$ cat src/rtl/calc_pkg.sv
// Shared definitions for the calculator datapath and its keypad front end.
// Holds the operator key codes used by both the keypad scanner and the
// calculator control block, the scanner FSM state type, and small decode
// helpers for the 4x4 keypad matrix.
package calc_pkg;

    localparam logic [3:0] KEY_SOMA  = 4'b1010;
    localparam logic [3:0] KEY_SUB   = 4'b1011;
    localparam logic [3:0] KEY_STORE = 4'b1100;
    localparam logic [3:0] KEY_LOAD  = 4'b1101;
    localparam logic [3:0] KEY_ENTER = 4'b1110;
    localparam logic [3:0] KEY_CLR   = 4'b1111;

    typedef enum logic [1:0] {
        SCAN         = 2'd0,
        DEBOUNCE     = 2'd1,
        EMIT         = 2'd2,
        WAIT_RELEASE = 2'd3
    } scan_state_t;

    // Columns are active-low: a valid key shows exactly one low bit.
    // Returns {valid, column index}; several low bits count as no key.
    function automatic logic [2:0] col_decode(input logic [3:0] col);
        logic [2:0] res;
        case (col)
            4'b1110: res = {1'b1, 2'd0};
            4'b1101: res = {1'b1, 2'd1};
            4'b1011: res = {1'b1, 2'd2};
            4'b0111: res = {1'b1, 2'd3};
            default: res = {1'b0, 2'd0};
        endcase
        return res;
    endfunction

    // Column pattern seen on the bus when only column idx is pulled low.
    function automatic logic [3:0] col_pattern(input logic [1:0] idx);
        return ~(4'b0001 << idx);
    endfunction

    // Active-low one-cold row drive for row index idx.
    function automatic logic [3:0] row_drive(input logic [1:0] idx);
        return ~(4'b0001 << idx);
    endfunction

    // Physical key position to calculator key code.
    function automatic logic [3:0] key_map(input logic [1:0] row, input logic [1:0] col);
        logic [3:0] code;
        case ({row, col})
            4'd0:    code = 4'b0001;
            4'd1:    code = 4'b0010;
            4'd2:    code = 4'b0011;
            4'd3:    code = KEY_SOMA;
            4'd4:    code = 4'b0100;
            4'd5:    code = 4'b0101;
            4'd6:    code = 4'b0110;
            4'd7:    code = KEY_SUB;
            4'd8:    code = 4'b0111;
            4'd9:    code = 4'b1000;
            4'd10:   code = 4'b1001;
            4'd11:   code = KEY_STORE;
            4'd12:   code = KEY_CLR;
            4'd13:   code = 4'b0000;
            4'd14:   code = KEY_ENTER;
            4'd15:   code = KEY_LOAD;
            default: code = 4'b0000;
        endcase
        return code;
    endfunction

endpackage

$ cat src/rtl/sync_2ff.sv
// Two-flop synchronizer for a bus of independent, slowly changing bits.
// Ports: clk (sampling clock), reset (async active-low), d (asynchronous
// input), q (synchronized output, RESET_VAL while in reset).
module sync_2ff #(
    parameter int               WIDTH     = 4,
    parameter logic [WIDTH-1:0] RESET_VAL = {WIDTH{1'b1}}
) (
    input  logic             clk,
    input  logic             reset,
    input  logic [WIDTH-1:0] d,
    output logic [WIDTH-1:0] q
);

    logic [WIDTH-1:0] meta_r;
    logic [WIDTH-1:0] sync_r;

    // Two-stage capture of the asynchronous input.
    always_ff @(posedge clk or negedge reset) begin
        if (!reset) begin
            meta_r <= RESET_VAL;
            sync_r <= RESET_VAL;
        end else begin
            meta_r <= d;
            sync_r <= meta_r;
        end
    end

    assign q = sync_r;

endmodule

$ cat src/rtl/keypad_scanner.sv
// 4x4 keypad scanner with press and release debouncing.
// Drives one row low at a time, samples the synchronized columns, debounces
// a single-key press, emits one tecla_valid pulse per press and waits for a
// clean release before resuming the scan.
// Ports: clk, reset (async active-low), col_in (active-low columns, async),
// row_out (one-cold row drive), tecla (last accepted key code),
// tecla_valid (one-cycle pulse with each new tecla).
module keypad_scanner
    import calc_pkg::*;
#(
    parameter int SCAN_CYCLES     = 4,
    parameter int DEBOUNCE_CYCLES = 16
) (
    input  logic       clk,
    input  logic       reset,
    input  logic [3:0] col_in,
    output logic [3:0] row_out,
    output logic [3:0] tecla,
    output logic       tecla_valid
);

    localparam int CNT_TOP = (SCAN_CYCLES > DEBOUNCE_CYCLES) ? SCAN_CYCLES : DEBOUNCE_CYCLES;
    localparam int CW      = $clog2(CNT_TOP + 1);

    localparam logic [CW-1:0] SCAN_LAST = CW'(SCAN_CYCLES);
    localparam logic [CW-1:0] DEB_LAST  = CW'(DEBOUNCE_CYCLES);
    localparam logic [CW-1:0] CNT_SAT   = {CW{1'b1}};
    localparam logic [CW-1:0] CNT_ZERO  = {CW{1'b0}};

    logic [3:0]  col_s;
    scan_state_t state_r, state_nxt_s;
    logic [CW-1:0] cnt_r, cnt_nxt_s, cnt_inc_s;
    logic [1:0]  row_r, row_nxt_s;
    logic [1:0]  col_idx_r, col_idx_nxt_s;
    logic [2:0]  col_dec_s;
    logic [3:0]  row_out_r;
    logic [3:0]  tecla_r;
    logic        tecla_valid_r;

    sync_2ff #(
        .WIDTH     (4),
        .RESET_VAL (4'b1111)
    ) u_col_sync (
        .clk   (clk),
        .reset (reset),
        .d     (col_in),
        .q     (col_s)
    );

    assign col_dec_s = col_decode(col_s);
    // The counter holds at all-ones instead of wrapping.
    assign cnt_inc_s = (cnt_r == CNT_SAT) ? cnt_r : cnt_r + CW'(1);

    // Next-state logic. Each state counts first and acts on the edge after
    // the count has reached its target, which puts the pulse exactly
    // DEBOUNCE_CYCLES+1 cycles after the scan sample.
    always_comb begin
        state_nxt_s   = state_r;
        cnt_nxt_s     = cnt_r;
        row_nxt_s     = row_r;
        col_idx_nxt_s = col_idx_r;
        case (state_r)
            SCAN: begin
                if (cnt_r == SCAN_LAST) begin
                    cnt_nxt_s = CNT_ZERO;
                    if (col_dec_s[2]) begin
                        col_idx_nxt_s = col_dec_s[1:0];
                        state_nxt_s   = DEBOUNCE;
                    end else begin
                        row_nxt_s = row_r + 2'd1;
                    end
                end else begin
                    cnt_nxt_s = cnt_inc_s;
                end
            end
            DEBOUNCE: begin
                if (cnt_r == DEB_LAST) begin
                    cnt_nxt_s   = CNT_ZERO;
                    state_nxt_s = EMIT;
                end else if (col_s == col_pattern(col_idx_r)) begin
                    cnt_nxt_s = cnt_inc_s;
                end else begin
                    cnt_nxt_s   = CNT_ZERO;
                    row_nxt_s   = row_r + 2'd1;
                    state_nxt_s = SCAN;
                end
            end
            EMIT: begin
                cnt_nxt_s   = CNT_ZERO;
                state_nxt_s = WAIT_RELEASE;
            end
            WAIT_RELEASE: begin
                if (cnt_r == DEB_LAST) begin
                    cnt_nxt_s   = CNT_ZERO;
                    row_nxt_s   = row_r + 2'd1;
                    state_nxt_s = SCAN;
                end else if (col_s == 4'b1111) begin
                    cnt_nxt_s = cnt_inc_s;
                end else begin
                    cnt_nxt_s = CNT_ZERO;
                end
            end
            default: begin
                cnt_nxt_s   = CNT_ZERO;
                row_nxt_s   = 2'd0;
                state_nxt_s = SCAN;
            end
        endcase
    end

    // State, counters and registered outputs. tecla/tecla_valid are loaded
    // on entry to EMIT so they are valid during the EMIT cycle itself.
    always_ff @(posedge clk or negedge reset) begin
        if (!reset) begin
            state_r       <= SCAN;
            cnt_r         <= CNT_ZERO;
            row_r         <= 2'd0;
            col_idx_r     <= 2'd0;
            row_out_r     <= 4'b1110;
            tecla_r       <= 4'b0000;
            tecla_valid_r <= 1'b0;
        end else begin
            state_r       <= state_nxt_s;
            cnt_r         <= cnt_nxt_s;
            row_r         <= row_nxt_s;
            col_idx_r     <= col_idx_nxt_s;
            row_out_r     <= row_drive(row_nxt_s);
            tecla_valid_r <= (state_nxt_s == EMIT);
            if (state_nxt_s == EMIT) begin
                tecla_r <= key_map(row_r, col_idx_r);
            end else begin
                tecla_r <= tecla_r;
            end
        end
    end

    assign row_out     = row_out_r;
    assign tecla       = tecla_r;
    assign tecla_valid = tecla_valid_r;

endmodule

$ cat config.mk
export PLATFORM = sky130hd
export DESIGN_NAME = keypad_scanner
export DESIGN_NICKNAME = d
export VERILOG_FILES = /design/src/rtl/calc_pkg.sv /design/src/rtl/sync_2ff.sv /design/src/rtl/keypad_scanner.sv
export SDC_FILE = /design/constraint.sdc
export NUM_CORES = 1
export LEC_CHECK = 0
export CORE_MARGIN = 2
export CORE_UTILIZATION = 50
export CTS_CLUSTER_SIZE = 16
export DETAILED_ROUTE_END_ITERATION = 12
export PLACE_DENSITY = 0.71
export SLEW_MARGIN = 15
export SYNTH_ARGS = -nofsm -noshare
export SYNTH_HDL_FRONTEND = slang
export SYNTH_HIERARCHICAL = 1
export SYNTH_SLANG_ARGS = --single-unit
$ cat constraint.sdc
create_clock -name clk -period 3 [get_ports clk]
set_clock_uncertainty 0.15 [all_clocks]
set_input_delay 0.6 -clock clk [delete_from_list [all_inputs] [get_ports clk]]
set_output_delay 0.6 -clock clk [all_outputs]
set_load 0.02 [all_outputs]
**Run 1: the metal 1 layer**

Supply wires on this layer in gray.
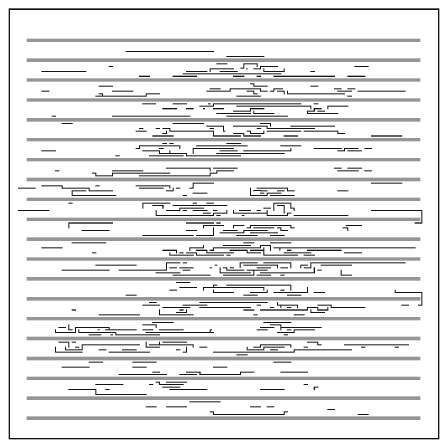
144 nets have wire on it. The layer holds 45% of the routed length. The layer carries 1150 um of wire. The wires run mostly horizontal.
WL final: 2.55 mm
met1 Track Usage GR: 24.0%
via count: 1061

**Run 1: metal 2**

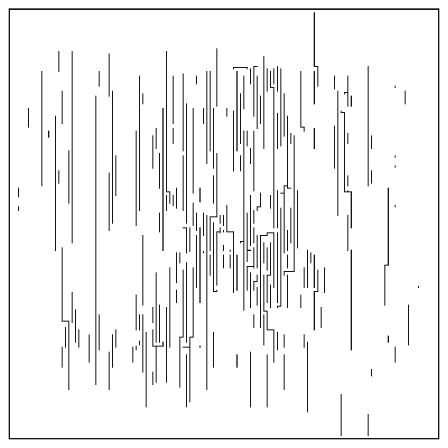
The wires run mostly vertical. The layer carries 1250 um of wire. 135 nets have wire on it. The longest straight run is 39.4 um.

**Run 1: the metal 3 layer**

The bar under the picture is 20 um long. Cells faint in the background.
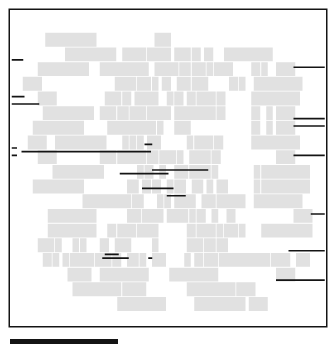
The layer carries 109 um of wire. The longest straight run is 23.7 um. The layer holds 4.3% of the routed length. 19 nets have wire on it. The wires run mostly horizontal.
global routing met3 resource utilization: 1.98%

==> GITHUB_STEP_SUMMARY, run 1 <==
### Flow metrics

| Metric | Value |
|---|---|
| Relative contribution of combinational cells to total power | between 40% and 50% |
| Site row count | 19 |
| Post-synthesis average cell area | approximately 10 um2 |
| Seq share, synth | 48.0% |
| Number of buffers created by CTS | 3 |
| Status | complete, no violations |
| Endpoint with the worst hold slack | u_col_sync/q[1]$_DFF_PN1_ |
| Most instantiated flip-flop cell in the synthesis netlist | sky130_fd_sc_hd__dfrtp_1 |
| Most common logic cells in the final layout | sky130_fd_sc_hd__dfrtp_1 (17), sky130_fd_sc_hd__clkdlybuf4s50_1 (14), sky130_fd_sc_hd__nand2_1 (12), sky130_fd_sc_hd__nor2_1 (12), sky130_fd_sc_hd__dfstp_2 (11) |
| Sw Ratio | approximately two fifths |
| Sum of met2 wire segment lengths after detailed routing | 1.25 mm |
| Met3 wire length | about 110 um |
| Capture point of the worst path | row_out[2]$_DFF_PN1_ |
| Floorplan Core Area | 0.00278 mm2 |
| Total of cells resized after clock tree synthesis | 0 |
| Commonest cells in the netlist | sky130_fd_sc_hd__dfrtp_1 (17), sky130_fd_sc_hd__nand2_1 (12), sky130_fd_sc_hd__nor2_1 (12) |
| Top-count cell post-synth | sky130_fd_sc_hd__dfrtp_1 |
| Root buffer cell | sky130_fd_sc_hd__clkbuf_4 |
| Finish-stage setup viols | 0 |
| Post-route cell area | between 0.0015 and 0.002 mm2 |
| Setup slack of the worst register-to-register path | ~430 ps |
| Launching element of the worst setup path | col_idx_r[0]$_DFFE_PN0P_ |
| Fin Hold WS | between 200 and 250 ps |
| Count of inserted antenna diode cells | 0 |
| Type of the worst setup path | reg2reg |
| Number of DRC violations after detailed routing | 0 |
| Clock latency on the worst-skew pair | between 300 and 400 ps |
| Number of unique standard cell types used by synthesis | about 44 |
| Global route overflow | 0 |
run 1: state kept, by name (all words and copies together) (netlist names):
register,count
cnt_r,5
row_out,4
tecla,4
u_col_sync/meta_r,4
u_col_sync/q,4
col_idx_r,2
row_r,2
state_r,2
tecla_valid,1
run 1: cell type report:
type	instances	area, um2	area share, %
sequential	28	714	42.5
multi-input combinational	101	713	42.4
timing repair buffer	16	155	9.23
tap	31	38.8	2.31
inverter	9	33.8	2.01
clock buffer	4	26.3	1.56
run 1: cells by family after synthesis:
| logic type | share of synthesized area (%) |
|---|---|
| compound gates | 17.0 |
| xor+xnor | 6.48 |
| fa+ha+maj | 5.89 |
| buf+inv | 4.04 |
| flops | 48.0 |
| mux | 2.86 |
| simple gates | 15.7 |
**Run 1: clock routing**

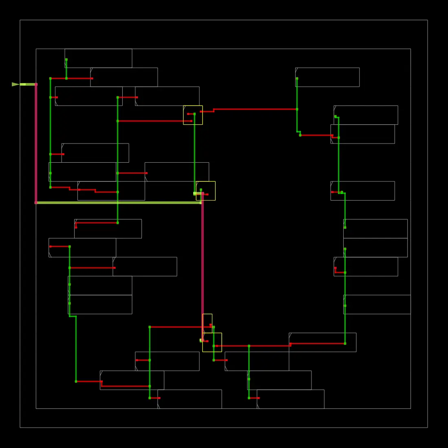

==> run 1 -> run 2 <==
--- a/config.mk
+++ b/config.mk
@@ -6,10 +6,10 @@
 export NUM_CORES = 1
 export LEC_CHECK = 0
 export CORE_MARGIN = 2
-export CORE_UTILIZATION = 50
+export CORE_UTILIZATION = 45
 export CTS_CLUSTER_SIZE = 16
 export DETAILED_ROUTE_END_ITERATION = 12
-export PLACE_DENSITY = 0.71
+export PLACE_DENSITY = 0.65
 export SLEW_MARGIN = 15
 export SYNTH_ARGS = -nofsm -noshare
 export SYNTH_HDL_FRONTEND = slang
**Run 2: clock routing**

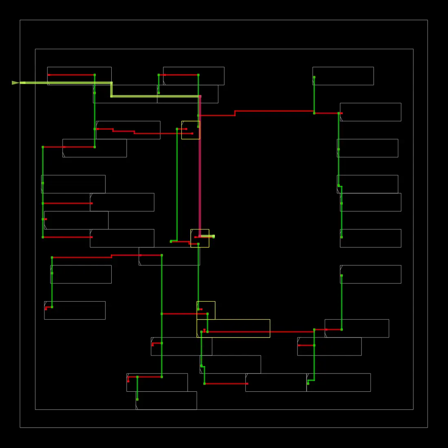
clock sink count: 28
# clk buffers: 3
power in the clock group: 246 uW
number of buffers created by CTS: 3
clock latency on the worst-skew pair: 320 ps

**Run 2: logic cells by family**

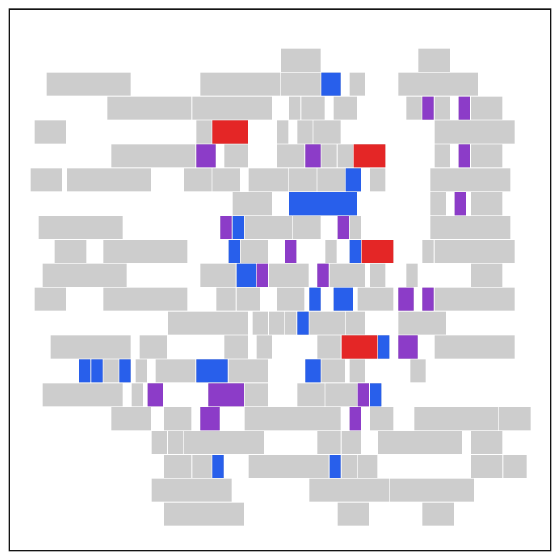
Key: blue = nor cells [cells 19, most used nor2_1]; red = mux cells [cells 4]; purple = nand cells [cells 19, most used nand2_1]

==> run 2 against run 1 <==
Net effect: sequential power hardly changed; critical path type unchanged; flip-flop count did not move; design area up 2.5%; highest routed layer unchanged; critical endpoint unchanged; largest power group unchanged; first-iteration DRC count is 22% higher; combinational power hardly changed.
==> GITHUB_STEP_SUMMARY, run 2 <==
### Flow metrics

| Metric | Value |
|---|---|
| Status | complete, no violations |
| Commonest cells in the netlist | sky130_fd_sc_hd__dfrtp_1 (17), sky130_fd_sc_hd__nand2_1 (12), sky130_fd_sc_hd__nor2_1 (12) |
| Number of DRC violations after detailed routing | 0 (unchanged) |
| Fin nets | 172 |
| Buffer depth of the longest clock path | 2 |
| Kind of cell adding the most delay to the critical path | simple AND/OR/NAND/NOR gates |
| Endpoint of the worst register-to-register path | row_out[2]$_DFF_PN1_ |
| Relative contribution of combinational cells to total power | 43.1% (-2.7 points) |
| Post-route cell area | 0.00172 mm2 (+2.5%) |
| Finish-stage setup viols | 0 (unchanged) |
| Layout cells sized above 1 | between 10% and 20% |
| Post-synthesis average cell area | 10.4 um2 (unchanged) |
| Count of inserted antenna diode cells | 0 (unchanged) |
| Root buffer cell | sky130_fd_sc_hd__clkbuf_4 |
| Most common logic cells in the final layout | sky130_fd_sc_hd__dfrtp_1 (17), sky130_fd_sc_hd__clkdlybuf4s50_1 (14), sky130_fd_sc_hd__nand2_1 (12), sky130_fd_sc_hd__nor2_1 (12), sky130_fd_sc_hd__dfstp_2 (11) |
| Type of the worst setup path | reg2reg |
| Seq share, synth | 48.0% (unchanged) |
| Crit path required time | between 3000 and 4000 ps |
| Reported combinational group power | between 600 and 700 uW |
| Floorplan Core Area | 0.00310 mm2 (+12%) |
| Fin Hold WS | 216 ps (-0.419 ps) |
| Flip-flop count of the largest register after layout | 5 (unchanged) |
| Via count of the first global-routing pass | slightly below 1000 |
| H-tree Lvls | 1 |
| Number of unique standard cell types used by synthesis | 44 (unchanged) |
| Endpoint with the worst hold slack | u_col_sync/q[3]$_DFF_PN1_ |
| Launching element of the worst setup path | col_idx_r[0]$_DFFE_PN0P_ |
| Worst slew slack as a fraction of its limit | slightly below 70% |
| Global route overflow | 0 (unchanged) |
| Top-count cell post-synth | sky130_fd_sc_hd__dfrtp_1 |
| Number of cells in the yosys synthesis report | around 140 |
| Capture point of the worst path | row_out[2]$_DFF_PN1_ |
| Setup slack of the worst register-to-register path | 430 ps (about the same) |
| Top Ports | 15 |
| Largest reg by FF count | cnt_r |
| Critical Path Start Type | flop |
| Most instantiated flip-flop cell in the synthesis netlist | sky130_fd_sc_hd__dfrtp_1 |
| Shortest clock period the worst path allows after layout | 2570 ps |
| Total of cells resized after clock tree synthesis | 0 (unchanged) |
**Run 2: the metal 1 layer**

Supply wires on this layer in gray.
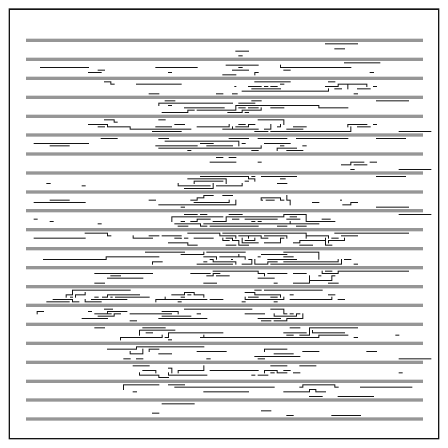
149 nets have wire on it. The layer carries 1160 um of wire. The layer holds 47% of the routed length.
met1 Track Usage GR: 20.4%
via count: 1078
WL final: 2.49 mm

[run 2: cell families after synthesis]
family,synth area share (%)
xor+xnor,6.48
fa+ha+maj,5.89
flops,48.0
simple gates,15.7
buf+inv,4.04
compound gates,17.0
mux,2.86
[run 2: layout make-up]
type	instances	area [um2]	share of cell area (%)
Multi-Input combinational cell	101	713	41.4
Inverter	9	33.8	1.96
Tap cell	44	55.1	3.19
Timing Repair Buffer	16	155	9.00
Clock inverter	1	30.0	1.74
Clock buffer	3	22.5	1.31
Sequential cell	28	714	41.4
[run 2: per-layer routing]
metal | track usage (%) | vias up | routed length (um)
met5 | 0 | - | 0
met2 | 24.7 | 26 | 1210
met1 | 20.4 | 514 | 1160
li1 | - | 536 | -
met3 | 1.89 | 2 | 96
met4 | 6.69 | 0 | 21
==> run 2 -> run 3 <==
--- a/config.mk
+++ b/config.mk
@@ -15,3 +15,4 @@
 export SYNTH_HDL_FRONTEND = slang
 export SYNTH_HIERARCHICAL = 1
 export SYNTH_SLANG_ARGS = --single-unit
+export TNS_END_PERCENT = 30
**Run 3: clock routing**

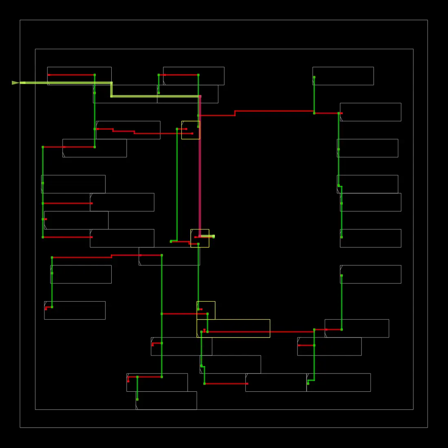
Flop Count: 28

**Run 3: metal 2**

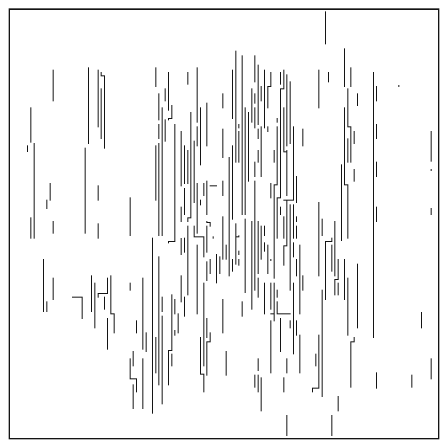
137 nets have wire on it. The layer holds 49% of the routed length. The layer carries 1210 um of wire. The longest straight run is 38.1 um.
met2 Track Usage GR: 24.7%

==> run 3 against run 2 <==
Net effect: sequential share of layout area stayed put; highest routed layer unchanged; via count stayed put; routed wire length stayed put; design area stayed put; largest cell class unchanged; clock-buffer cell count stayed put; area after synthesis stayed put; die size stayed put; global-route usage stayed put; clock power hardly changed; critical path depth stayed put; flip-flop count stayed put.
==> GITHUB_STEP_SUMMARY, run 3 <==
### Flow metrics

| Metric | Value |
|---|---|
| Status | complete, no violations |
| Clock buf/inv share | 3.05% (unchanged) |
| Met3 wire length | 96 um (unchanged) |
| Fin nets | 172 (unchanged) |
| Most common logic cells in the final layout | sky130_fd_sc_hd__dfrtp_1 (17), sky130_fd_sc_hd__clkdlybuf4s50_1 (14), sky130_fd_sc_hd__nand2_1 (12), sky130_fd_sc_hd__nor2_1 (12), sky130_fd_sc_hd__dfstp_2 (11) |
| Sum of met2 wire segment lengths after detailed routing | 1.21 mm (unchanged) |
| Count of inserted antenna diode cells | 0 (unchanged) |
| Buffer depth of the longest clock path | 2 (unchanged) |
| Clock latency on the worst-skew pair | 320 ps (about the same) |
| Shortest clock period the worst path allows after layout | 2570 ps (unchanged) |
| Multi-In Gates | 101 (unchanged) |
| Top logic family | AND-OR/OR-AND gates |
| # clk buffers | 3 (unchanged) |
| Post-Synth AOI/OAI Area | 17.0% (unchanged) |
| Clock sink count | 28 (unchanged) |
| WL final | 2.49 mm (unchanged) |
| Most instantiated flip-flop cell in the synthesis netlist | sky130_fd_sc_hd__dfrtp_1 |
| Relative contribution of combinational cells to total power | 43.1% (about the same) |
| Multi-input combinational area share | 41.4% (unchanged) |
| Commonest cells in the netlist | sky130_fd_sc_hd__dfrtp_1 (17), sky130_fd_sc_hd__nand2_1 (12), sky130_fd_sc_hd__nor2_1 (12) |
| Top Ports | 15 (unchanged) |
| Routed metal-1 wirelength | 1.16 mm (unchanged) |
| Post-route cell area | 0.00172 mm2 (unchanged) |
**Run 3: the metal 1 layer**

Supply wires on this layer in gray.
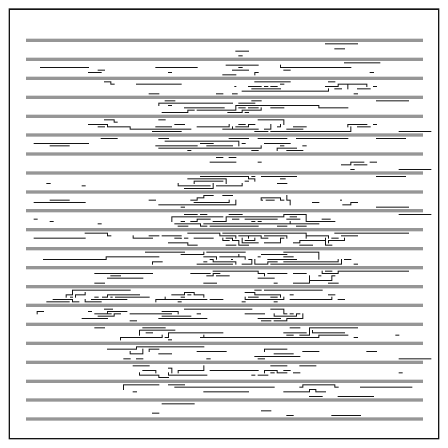
The wires run mostly horizontal. The layer carries 1160 um of wire. The longest straight run is 17.0 um.

run 3: cell counts after synthesis:
No cell type changed its count.
run 3: path summary, 6_finish.rpt:
kind | start | endpoint | slack (ps) | depth (start not counted)
max | col_idx_r[0]$_DFFE_PN0P_ | row_out[2]$_DFF_PN1_ | 430 | 7
min | u_col_sync/meta_r[3]$_DFF_PN1_ | u_col_sync/q[3]$_DFF_PN1_ | 220 | 0
max reg2reg | col_idx_r[0]$_DFFE_PN0P_ | row_out[2]$_DFF_PN1_ | 430 | 7
min reg2reg | u_col_sync/meta_r[3]$_DFF_PN1_ | u_col_sync/q[3]$_DFF_PN1_ | 220 | 0
max in group asynchronous | reset | u_col_sync/q[0]$_DFF_PN1_ | 1940 | 2
min in group asynchronous | reset | state_r[1]$_DFF_PN0_ | 470 | 2
Power is estimated from default activity; no workload was simulated.
